### Placed standard cells, run 1

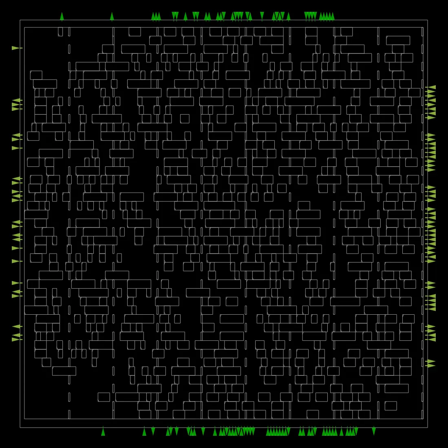
### Met3 routing, run 1

The bar under the picture is 50 um long.
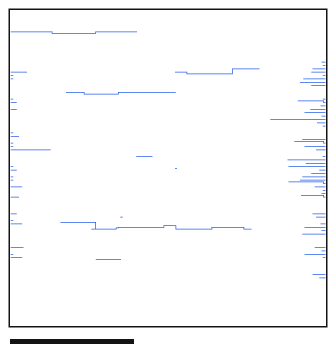
### Zoomed window, run 1

Window x 44 to 84, y 18 to 58 um. Cells in grey, sequential cells in the stronger grey; small squares are vias.
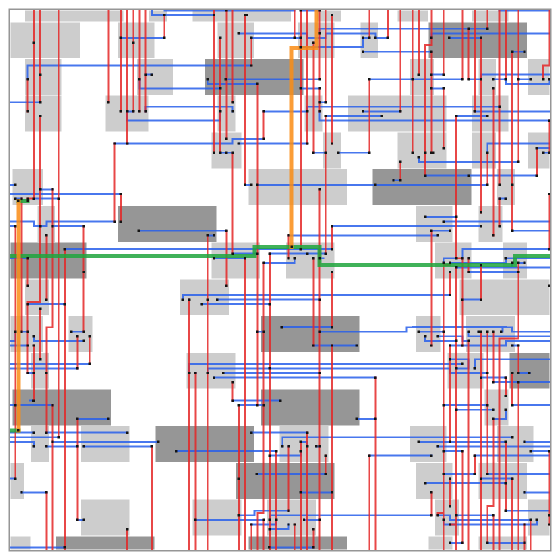
### src/rtl/swt16_pkg.sv
// Shared encodings for the load/store unit: memory op codes and LSU FSM states.
package swt16_pkg;

  typedef enum logic [2:0] {
    OP_NONE = 3'd0,
    OP_LB   = 3'd1,
    OP_LBU  = 3'd2,
    OP_LW   = 3'd3,
    OP_SB   = 3'd4,
    OP_SW   = 3'd5
  } mem_op_e;

  typedef enum logic [1:0] {
    ST_IDLE = 2'd0,
    ST_REQ  = 2'd1,
    ST_RSP  = 2'd2
  } lsu_state_e;

endpackage

### src/rtl/mem_load_align.sv
// Picks the addressed byte out of a little-endian read word and extends it for LB/LBU.
module mem_load_align
  import swt16_pkg::*;
#(
  parameter int WORD_W = 16,
  parameter int LANE_W = 1
) (
  input  logic [LANE_W-1:0] i_lane,
  input  logic [2:0]        i_op,
  input  logic [WORD_W-1:0] i_rdata,
  output logic [WORD_W-1:0] o_res
);

  logic [7:0] w_byte;

  assign w_byte = i_rdata[i_lane*8 +: 8];

  always_comb begin
    o_res = i_rdata;
    if (i_op == OP_LB)
      o_res = {{(WORD_W-8){w_byte[7]}}, w_byte};
    else if (i_op == OP_LBU)
      o_res = {{(WORD_W-8){1'b0}}, w_byte};
  end

endmodule

### src/rtl/mem_lsu.sv
// Load/store unit between EX and WB: one outstanding DMEM access, stalls upstream while busy.
module mem_lsu
  import swt16_pkg::*;
#(
  parameter int DMEM_ADDR_WIDTH = 12,
  parameter int DMEM_WORD_WIDTH = 16,
  parameter int REG_IDX_WIDTH   = 4,
  parameter int PC_WIDTH        = 12
) (
  input  logic                         clock,
  input  logic                         reset,
  input  logic                         in_valid,
  input  logic [2:0]                   in_op,
  input  logic [DMEM_ADDR_WIDTH-1:0]   in_addr,
  input  logic [DMEM_WORD_WIDTH-1:0]   in_wr_data,
  input  logic [DMEM_WORD_WIDTH-1:0]   in_res,
  input  logic [REG_IDX_WIDTH-1:0]     in_res_reg_idx,
  input  logic                         in_write_res,
  input  logic [PC_WIDTH-1:0]          in_pc,
  output logic                         out_stall,
  output logic                         dmem_req,
  output logic                         dmem_we,
  output logic [DMEM_WORD_WIDTH/8-1:0] dmem_be,
  output logic [DMEM_ADDR_WIDTH-1:0]   dmem_addr,
  output logic [DMEM_WORD_WIDTH-1:0]   dmem_wdata,
  input  logic                         dmem_gnt,
  input  logic                         dmem_rvalid,
  input  logic [DMEM_WORD_WIDTH-1:0]   dmem_rdata,
  output logic                         out_valid,
  output logic [DMEM_WORD_WIDTH-1:0]   out_res,
  output logic [REG_IDX_WIDTH-1:0]     out_res_reg_idx,
  output logic                         out_write_res,
  output logic [PC_WIDTH-1:0]          out_pc,
  output logic                         out_misalign
);

  localparam int BYTES  = DMEM_WORD_WIDTH / 8;
  localparam int LANE_W = $clog2(BYTES);

  lsu_state_e r_state, w_state_nxt;

  logic                       r_dmem_req, r_dmem_we;
  logic [BYTES-1:0]           r_dmem_be;
  logic [DMEM_ADDR_WIDTH-1:0] r_dmem_addr;
  logic [DMEM_WORD_WIDTH-1:0] r_dmem_wdata;
  logic [2:0]                 r_op;
  logic [LANE_W-1:0]          r_lane;
  logic [REG_IDX_WIDTH-1:0]   r_idx;
  logic                       r_write;
  logic [PC_WIDTH-1:0]        r_pc;
  logic                       r_out_valid, r_out_write, r_out_misalign;
  logic [DMEM_WORD_WIDTH-1:0] r_out_res;
  logic [REG_IDX_WIDTH-1:0]   r_out_idx;
  logic [PC_WIDTH-1:0]        r_out_pc;

  logic [LANE_W-1:0]          w_lane;
  logic                       w_is_load, w_is_store, w_is_sb, w_misalign;
  logic                       w_accept, w_mem_go;
  logic [BYTES-1:0]           w_be_onehot;
  logic [DMEM_WORD_WIDTH-1:0] w_load_res;

  assign w_lane      = in_addr[LANE_W-1:0];
  assign w_is_load   = (in_op == OP_LB) || (in_op == OP_LBU) || (in_op == OP_LW);
  assign w_is_sb     = (in_op == OP_SB);
  assign w_is_store  = w_is_sb || (in_op == OP_SW);
  // Word accesses must be lane-aligned; byte accesses may hit any lane.
  assign w_misalign  = ((in_op == OP_LW) || (in_op == OP_SW)) && (w_lane != '0);
  assign w_accept    = in_valid && (r_state == ST_IDLE);
  assign w_mem_go    = w_accept && (w_is_load || w_is_store) && !w_misalign;
  assign w_be_onehot = {{(BYTES-1){1'b0}}, 1'b1} << w_lane;

  mem_load_align #(.WORD_W(DMEM_WORD_WIDTH), .LANE_W(LANE_W)) u_align (
    .i_lane (r_lane),
    .i_op   (r_op),
    .i_rdata(dmem_rdata),
    .o_res  (w_load_res)
  );

  always_ff @(posedge clock) begin
    if (!reset) r_state <= ST_IDLE;
    else        r_state <= w_state_nxt;
  end

  // A gnt that coincides with rvalid only advances REQ->RSP; rvalid is consumed later.
  always_comb begin
    w_state_nxt = r_state;
    case (r_state)
      ST_IDLE: if (w_mem_go)    w_state_nxt = ST_REQ;
      ST_REQ:  if (dmem_gnt)    w_state_nxt = r_dmem_we ? ST_IDLE : ST_RSP;
      ST_RSP:  if (dmem_rvalid) w_state_nxt = ST_IDLE;
      default:                  w_state_nxt = ST_IDLE;
    endcase
  end

  always_ff @(posedge clock) begin
    if (!reset) begin
      r_dmem_req     <= 1'b0;
      r_dmem_we      <= 1'b0;
      r_dmem_be      <= '0;
      r_dmem_addr    <= '0;
      r_dmem_wdata   <= '0;
      r_op           <= '0;
      r_lane         <= '0;
      r_idx          <= '0;
      r_write        <= 1'b0;
      r_pc           <= '0;
      r_out_valid    <= 1'b0;
      r_out_write    <= 1'b0;
      r_out_misalign <= 1'b0;
      r_out_res      <= '0;
      r_out_idx      <= '0;
      r_out_pc       <= '0;
    end else begin
      r_out_valid    <= 1'b0;
      r_out_write    <= 1'b0;
      r_out_misalign <= 1'b0;
      if (w_mem_go) begin
        r_dmem_req   <= 1'b1;
        r_dmem_we    <= w_is_store;
        r_dmem_addr  <= {in_addr[DMEM_ADDR_WIDTH-1:LANE_W], {LANE_W{1'b0}}};
        r_dmem_be    <= w_is_sb ? w_be_onehot : '1;
        r_dmem_wdata <= w_is_sb ? {BYTES{in_wr_data[7:0]}} :
                        (w_is_store ? in_wr_data : '0);
        r_op         <= in_op;
        r_lane       <= w_lane;
        r_idx        <= in_res_reg_idx;
        r_write      <= in_write_res;
        r_pc         <= in_pc;
      end else if (w_accept) begin
        r_out_valid    <= 1'b1;
        r_out_res      <= w_misalign ? '0 : in_res;
        r_out_idx      <= in_res_reg_idx;
        r_out_pc       <= in_pc;
        r_out_write    <= in_write_res && !w_misalign;
        r_out_misalign <= w_misalign;
      end
      if ((r_state == ST_REQ) && dmem_gnt) begin
        r_dmem_req <= 1'b0;
        if (r_dmem_we) begin
          r_out_valid <= 1'b1;
          r_out_res   <= '0;
          r_out_idx   <= r_idx;
          r_out_pc    <= r_pc;
        end
      end
      if ((r_state == ST_RSP) && dmem_rvalid) begin
        r_out_valid <= 1'b1;
        r_out_res   <= w_load_res;
        r_out_idx   <= r_idx;
        r_out_pc    <= r_pc;
        r_out_write <= r_write;
      end
    end
  end

  assign out_stall       = (r_state != ST_IDLE);
  assign dmem_req        = r_dmem_req;
  assign dmem_we         = r_dmem_we;
  assign dmem_be         = r_dmem_be;
  assign dmem_addr       = r_dmem_addr;
  assign dmem_wdata      = r_dmem_wdata;
  assign out_valid       = r_out_valid;
  assign out_res         = r_out_res;
  assign out_res_reg_idx = r_out_idx;
  assign out_write_res   = r_out_write;
  assign out_pc          = r_out_pc;
  assign out_misalign    = r_out_misalign;

endmodule

### config.mk
export PLATFORM = sky130hd
export DESIGN_NAME = mem_lsu
export DESIGN_NICKNAME = d
export VERILOG_FILES = /design/src/rtl/swt16_pkg.sv /design/src/rtl/mem_load_align.sv /design/src/rtl/mem_lsu.sv
export SDC_FILE = /design/constraint.sdc
export NUM_CORES = 1
export LEC_CHECK = 0
export CELL_PAD_IN_SITES_DETAIL_PLACEMENT = 2
export CELL_PAD_IN_SITES_GLOBAL_PLACEMENT = 2
export CORE_MARGIN = 1
export CORE_UTILIZATION = 24
export DETAILED_ROUTE_END_ITERATION = 6
export GPL_ROUTABILITY_DRIVEN = 1
export HOLD_SLACK_MARGIN = 0.12
export PLACE_DENSITY_LB_ADDON = 0.1
export RECOVER_POWER = 25
export SLEW_MARGIN = 20
export SYNTH_ARGS = -nofsm -noshare
export SYNTH_HDL_FRONTEND = slang
export SYNTH_SLANG_ARGS = --single-unit
export TNS_END_PERCENT = 5
### constraint.sdc
create_clock -name clock -period 2.6 [get_ports clock]
set_input_delay 0.78 -clock clock [delete_from_list [all_inputs] [get_ports clock]]
set_output_delay 0.78 -clock clock [all_outputs]
set_load 0.005 [all_outputs]
==> changes_impl.md, run 1 <==
## Implementation

- Dominant cell area share: between 40% and 50%
- Syn Inst Count: roughly 420
- M1 GR Usage: roughly 22%
- Number of setup buffers added after CTS: 0
- MI comb cells: approximately 300
- Status: finished, final reports clean
- RR Endpoint: out_res[13]
- Final Hold Viols: 0
- Reg2reg start: r_state[0]
- CP top delay family: flip-flops
- GR peak layer: met2
- NumNets Final: 670
- Crit path capture: out_stall
- Worst vdd ir: between 200 and 300 uV
- Period minus WS final: roughly 2.4 ns
- Detailed-route wire length per cell: 17.9 um
- Hold endpoint: out_res[11]
- Clkbuf count: 12
- Seq area share: between 20% and 30%
- Final Instance Area: roughly 6000 sq um
- Vias/cell: about 4.8
- Total power: 0.00336 W
- Tcrit/Tclk final: 90.8%
- # H-tree levels: 3
- Top cells excl fill/tap: clkdlybuf4s50_1 (114), dfxtp_1 (89), nand2_1 (64)
- Main flop type: dfxtp_1
- Deepest clock path buffer count: 2
- Setup tns final: 0 ns
- Tot GR Track Use: between 10% and 20%
- Vias in the first global route: approximately 4300
- Register Area: between 1500 and 2000 sq um
- Cells on worst reg2reg path: 6
- Adder Share, Synth: 0%
- Xor/xnor share: less than 1%
- Flop count: ~90
- Highest-count logic cell in the final layout: clkdlybuf4s50_1
- Post_cts resized: 0
- Initial antenna violation count: 0
- Yosys warns: 0
- IO Port Bufs: about 150
- Hold_sp: out_res[11]
- Top Layer Used: met4
- Signal buf overhead: between 30% and 40%
- Worst slew pin tran: approximately 0.63 ns
- Comb/total area: roughly 30%
- Layout cell share with drive strength beyond 1: 10.3%
- Routed wl met2: around 7.4 mm
- DR pass1 iterations: 4
- Die ar.: 16200 sq um
- Clk tree area frac: approximately 4.2%
- Post-synth EDFFs: 0
- Antenna diode count: 0
- Critical Path End Type: primary output
- Die height: 127 um
- Logic area: between 1500 and 2000 sq um
- Final Max Slew Viols: 0
- Late-Pin Clk Latency: 0.34 ns
- Buffers outside the clock class: about 190
- Post-DP HPWL: ~11 mm
- Simple share: 17.6%
- Layout inverter count without the clock tree: 4
- Setup ws final: ~0.24 ns
## Picture notes: 'Placed standard cells'
# fillers: 1704
core area: 15300 sq um
post-layout util: 39.6%
tap cells: 211

## Picture notes: 'Met3 routing'
main direction: horizontal
wire length on this layer: 569 um
longest straight run: 23.0 um
share of all routed wire: 4.0%
Vias: 3879
met3 Use GR: 4.40%
overall routed net length: 14.4 mm

## Picture notes: 'Zoomed window'
legend:
  red:
    layer: M2
  green:
    layer: M3
  blue:
    layer: M1
  orange:
    layer: M4
sequential cells in the window: 10
most frequent: dfxtp_1 (10)
cells with their middle in the window: 63
netlist names of flops here include: `out_res` (5), `r_op` (2)

run 1: sequential cells by signal, indices dropped and copies added, names as in the netlist, 2 cells and up:
register	flops
dmem_wdata	16
out_res	16
out_pc	12
r_pc	12
dmem_addr	11
out_res_reg_idx	4
r_idx	4
r_op	3
dmem_be	2
r_state	2
run 1: report_power, final:
group / leakage (nW) / switching [W] / internal (W)
clock network: 0.130 / 0.000527 / 0.000642
logic: 1.49 / 0.000306 / 0.000378
registers: 0.727 / 0.0000535 / 0.00145
total: 2.34 / 0.000887 / 0.00247
run 1: cells by family after synthesis:
| kind of cell | count (synthesis) |
|---|---|
| mux | 9 |
| simple gates | 140 |
| xor+xnor | 3 |
| compound gates | 142 |
| other cells | 1 |
| flops | 89 |
| buf+inv | 37 |
### Signal wires by layer, run 1

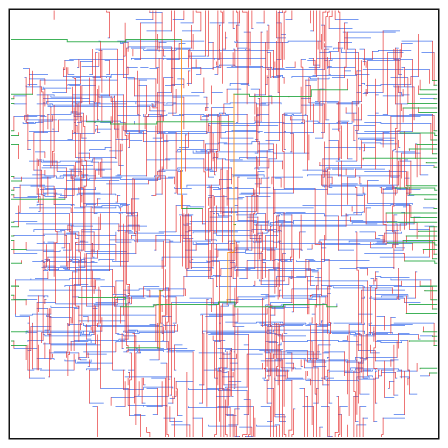

## Run 2: what changed since run 1
Settings changed: CORE_UTILIZATION 24 to 25, CTS_BUF_LIST from default to sky130_fd_sc_hd__clkbuf_4 sky130_fd_sc_hd__clkbuf_8.
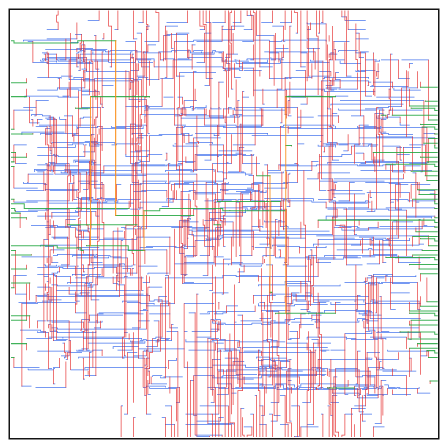
*Signal wires by layer, run 2*
legend:
  red:
    layer: M2
    wire_length: 6850 um
  orange:
    layer: M4
    wire_length: 203 um
  blue:
    layer: M1
    wire_length: 6210 um
  green:
    layer: M3
    wire_length: 667 um

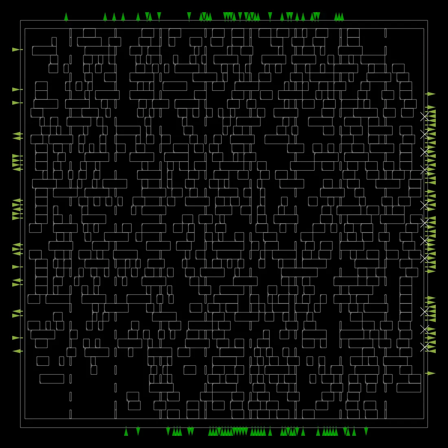
*Placed standard cells, run 2*
Seq area share: 30.1%
# fillers: 1597
post-layout util: 40.4%

==> run 2 against run 1 <==
  * The run now ends with DRC left
  * Design area decreased by 2.1%
  * Global-route usage decreased by 0.16 points
  * Hold slack improved by 0.014 ns
  * Synthesized area unchanged
  * Sequential power about the same
  * Critical path type unchanged
==> changes_impl.md, run 2 <==
## Implementation

- Status: finished with violations
- Failing checks: DRC
- Tot GR Track Use: around 18%
- Final Max Slew Viols: 0
- Hold endpoint: dmem_addr[2]
- Worst slew pin tran: ~0.6 ns
- # DRC: 22
- DR pass1 iterations: 6
- Setup ws final: about 0.17 ns
- PD cells: between 500 and 600 nW/um^2
- Vias/cell: approximately 5
- Int Power: 0.00228 W
- Post-DP HPWL: roughly 10 mm
- Die ar.: around 16000 sq um
- Slowest CP cell: dfxtp_1
- Detailed-route wire length per cell: between 15 and 20 um
- Top cells excl fill/tap: clkdlybuf4s50_1 (115), dfxtp_1 (89), nand2_1 (64)
- Syn Inst Count: 421
- Crit path capture: out_stall
- Antenna diode count: 0
- First-pass GRT wire length: 22.7 mm
- Placed Instances: about 760
- Reg power frac: 48.1%
- NumNets Final: 669
- Final Hold Viols: 0
- Main flop type: dfxtp_1
- Post-synth EDFFs: 0
- Layout cell share with drive strength beyond 1: between 10 and 15%
- Dominant cell area share: 47.2%
- Total grt overflow: 0
- Largest cells by area: dfxtp_1 (47%), nand2_1 (6.4%), a21oi_1 (4.5%), a221o_1 (4.2%), a211oi_1 (3.4%)
- Worst vdd ir: 331 uV
- # H-tree levels: 3
- Number of setup buffers added after CTS: 0
- Core area: roughly 15000 sq um
- Initial antenna violation count: 0
- WP depth: 2
- Reg2reg start: r_state[0]
- Xor/xnor share: less than 1%
- Deepest clock path buffer count: 2
- Met2 usage: about 32%
- Worst-path clk slew: roughly 0.080 ns
- Overall routed net length: 13.9 mm
- Hold Path Stages: 2
- Critical Path End Type: primary output
- Hold_sp: dmem_addr[2]
- Highest-count logic cell in the final layout: clkdlybuf4s50_1
- Yosys warns: 0
- NetSw: ~0.00085 W
- Total power: 0.00313 W
- Synth unique cells: roughly 52
- Post_cts resized: 0
- Die height: ~120 um
- GR peak layer: met2
- CP top delay family: flip-flops
- Crit path buf inv count: 1
- ANT nets after route: 0
- RR Endpoint: out_res[14]
- Ao+oa area frac: ~27%
- IO Port Bufs: 151
- M1 GR Usage: about 22%
- Comb pwr share: between 20% and 30%
- Vias: 3843
- Met3 Use GR: a little over 4%
- Period minus WS final: 2.43 ns
- Adder Share, Synth: 0%
- Final Instance Area: 5910 sq um
- Die Wd: about 120 um
- Fmax: 0.411 GHz
- Simple share: 17.6%
- Sw frac: between 20% and 30%
- Late-Pin Clk Latency: 0.38 ns
- Vias in the first global route: between 4000 and 5000
- Clock network power share: between 30% and 40%
- Cells on worst reg2reg path: 6
- Tcrit/Tclk final: a little over nine tenths
- Setup tns final: 0 ns
-- run 2: power by group through the flow --
stage	clock (W)	combinational, W	sequential (W)
CTS	0.000995	0.000703	0.00151
global placement	0	0.000680	0.00153
floorplan	0	0.000269	0.00153
global route	0.00104	0.000737	0.00152
detailed placement	0	0.000697	0.00154
finish	0.000947	0.000675	0.00150
-- run 2: area by class of cell --
type                    count  area [sq um]  area share [%]
clock buffers              10           138            2.33
clock inverters             4          45.0           0.762
inverters                   4          15.0           0.254
multi-input cells         295          1830            31.0
flip-flops and latches     89          1780            30.1
well taps                 184           230            3.89
repair buffers            185          1870            31.7
-- run 2: layer usage --
layer,up-vias,part of all wire (%),wire length [um]
li1,1856,-,-
met1,1878,45,6210
met2,96,49,6850
met3,13,4.8,667
met4,0,1.5,203
met5,-,0,0
## Run 3: what changed since run 2
Settings changed: SLEW_MARGIN 20 to 40, TNS_END_PERCENT 5 to default.
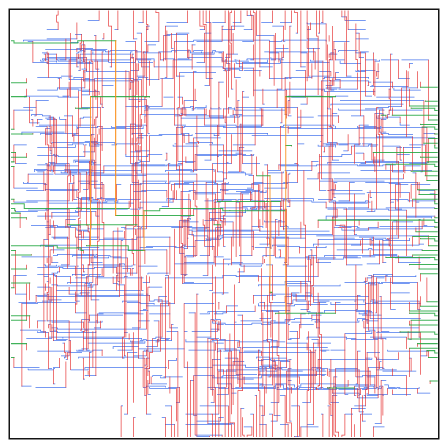
*Signal wires by layer, run 3*
legend:
  orange:
    layer: M4
    wire_length: 203 um
  blue:
    layer: M1
    wire_length: 6210 um
  green:
    layer: M3
    wire_length: 667 um
  red:
    layer: M2
    wire_length: 6850 um

==> run 3 against run 2 <==
  * Clock skew stayed put
  * Register-to-register slack hardly changed
  * Fmax stayed put
  * Via count did not move
  * The run still ends with DRC left
  * Hold slack is the same
  * Power is the same
  * Critical path type unchanged
==> changes_impl.md, run 3 <==
## Implementation

- Setup Skew: 0.0126 ns
- Top cells excl fill/tap: clkdlybuf4s50_1 (115), dfxtp_1 (89), nand2_1 (64)
- Clock network power: around 0.00095 W
- WL met3: 667 um
- Highest-count logic cell in the final layout: clkdlybuf4s50_1
- Final setup fails: 0
- PD cells: ~530 nW/um^2
- Period minus WS final: 2.43 ns
- NetSw: around 0.00085 W
- Comb/total area: between 30% and 40%
- Tap cells: 184
- RePlAce Congestion: 0.730
- Yosys warns: 0
- Setup ws final: about 0.17 ns
- Sw frac: between 20 and 30%
- Failing checks: DRC
- DR pass1 iterations: 6
- Largest cells by area: dfxtp_1 (47%), nand2_1 (6.4%), a21oi_1 (4.5%), a221o_1 (4.2%), a211oi_1 (3.4%)
- Xor/xnor share: less than 1%
- Total power: 0.00313 W
- Core area: between 10000 and 15000 sq um
- Final Max Slew Viols: 0
- Buffers outside the clock class: ~190
- Dominant cell area share: 47.2%
- Comb pwr share: 21.6%
- Seq area share: between 30 and 40%
- Die height: ~120 um
- Register Area: between 1500 and 2000 sq um
- Deepest clock path buffer count: 2
- Pwr top: sequential cells
- Worst slew pin tran: 0.594 ns
- Worst vdd ir: 331 uV
- Reg power frac: 48.1%
- Max-Cap Viols: 0
- Post-synth EDFFs: 0
- Clkbuf count: 10
- Number of setup buffers added after CTS: 0
- Syn Inst Count: 421
- First-pass GRT wire length: roughly 23 mm
- Power Sequential: 0.00150 W
- Vias/cell: around 5
- Tot GR Track Use: between 10% and 20%
- # DRC: 22
- IO Port Bufs: 151
- Met2 usage: approximately a third
- Top Layer Used: met4
- Setup tns final: 0 ns
- Tcrit/Tclk final: 93.6%
- Routed wl met2: 6.85 mm
- Fmax: a little over 0.4 GHz
- Detailed-route wire length per cell: approximately 18 um
- Adder Share, Synth: 0%
- Die ar.: 15600 sq um
- Clk tree area frac: approximately 3.1%
- Critical Path End Type: primary output
- Rows: 44
- # H-tree levels: 3
- Vias in the first global route: 4154
- Met1 WL: about 6.2 mm
- #FFs+latches synth: 89
- Post_cts resized: 0
- Worst-path clk slew: approximately 0.080 ns
- Final Instance Area: 5910 sq um
- MI comb cells: around 300
- Ao+oa area frac: between 20% and 30%
- Fraction of registers with async set/reset: 0%
- # fillers: 1597
- Final Hold Viols: 0
- Met3 Use GR: 4.12%
- GR peak layer: met2
- Die Wd: around 120 um
- Largest class: buffers
- Status: finished with violations
- Signal buf overhead: 31.7%
- Antenna diode count: 0
- Layout inverter count without the clock tree: 4
- Comb pwr: between 0.0006 and 0.0007 W
- Layout cell share with drive strength beyond 1: about a tenth
- Int Power: about 0.0023 W
- M1 GR Usage: between 20% and 30%
- Clock network power share: between 30% and 40%
- ANT nets after route: 0
- Main flop type: dfxtp_1
- Flop count: 89
- Initial antenna violation count: 0
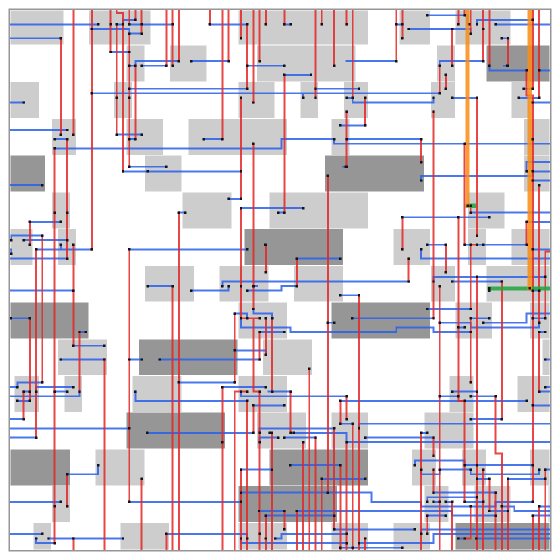
*Zoomed window, run 3*
Window x 42 to 82, y 17 to 57 um. Cells in grey, sequential cells in the stronger grey; small squares are vias.
legend:
  orange:
    layer: M4
  green:
    layer: M3
  blue:
    layer: M1
  red:
    layer: M2
most frequent: dfxtp_1 (11), nand2_1 (10), o21ai_0 (8)
netlist names of flops here include: `out_res` (6)
cells with their middle in the window: 72
sequential cells in the window: 11

-- run 3: critical path, cell delays in order, from the launching register on --
cell	delay [ns]
dfxtp_1	0.59
or2_2	0.19
clkdlybuf4s50_1	0.51
-- run 3: through the flow --
| step | util (%) | cells |
|---|---|---|
| after floorplan | - | 421 |
| after global routing | 40.4 | 771 |
| final | 40.4 | 771 |
| after CTS | 40.4 | 771 |
| after detailed placement | 39.2 | 757 |
| after global placement | 39.2 | 757 |
-- run 3: worst paths after layout --
check	from	endpoint	slack (ns)	depth (start not counted)
worst min-delay path	dmem_addr[2]	dmem_addr[2]	0.46	2
worst min register to register	dmem_addr[2]	dmem_addr[2]	0.46	2
worst max register to register	r_state[0]	out_res[14]	0.61	6
worst max-delay path	r_state[0]	out_stall	0.17	2

## Gallery

Clock wires, drivers and flops.
Plate I
The bar under the picture is 20 um long.
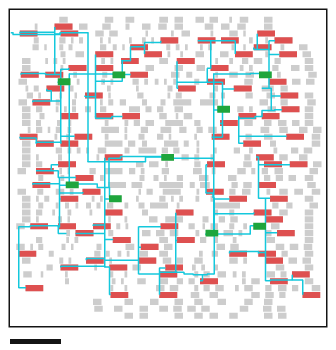
Plate II
The bar under the picture is 50 um long.
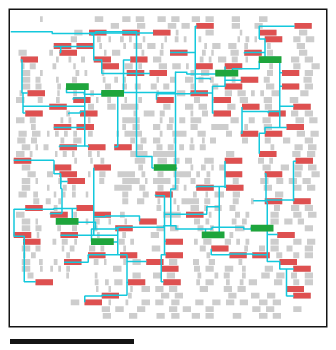
| from | picture |
|---|---|
| run 2 | Plate I |
| run 1 | Plate II |

Key to Plate II:
legend:
  red:
    item: flip-flops
    count: 89
  cyan:
    item: clock wires
    length: 1330 um
  green:
    item: clock-net drivers
    count: 9
routed clock nets: 10
flops lie: widely spread

Power figures rest on the tool's default switching activity, not on a simulated workload.
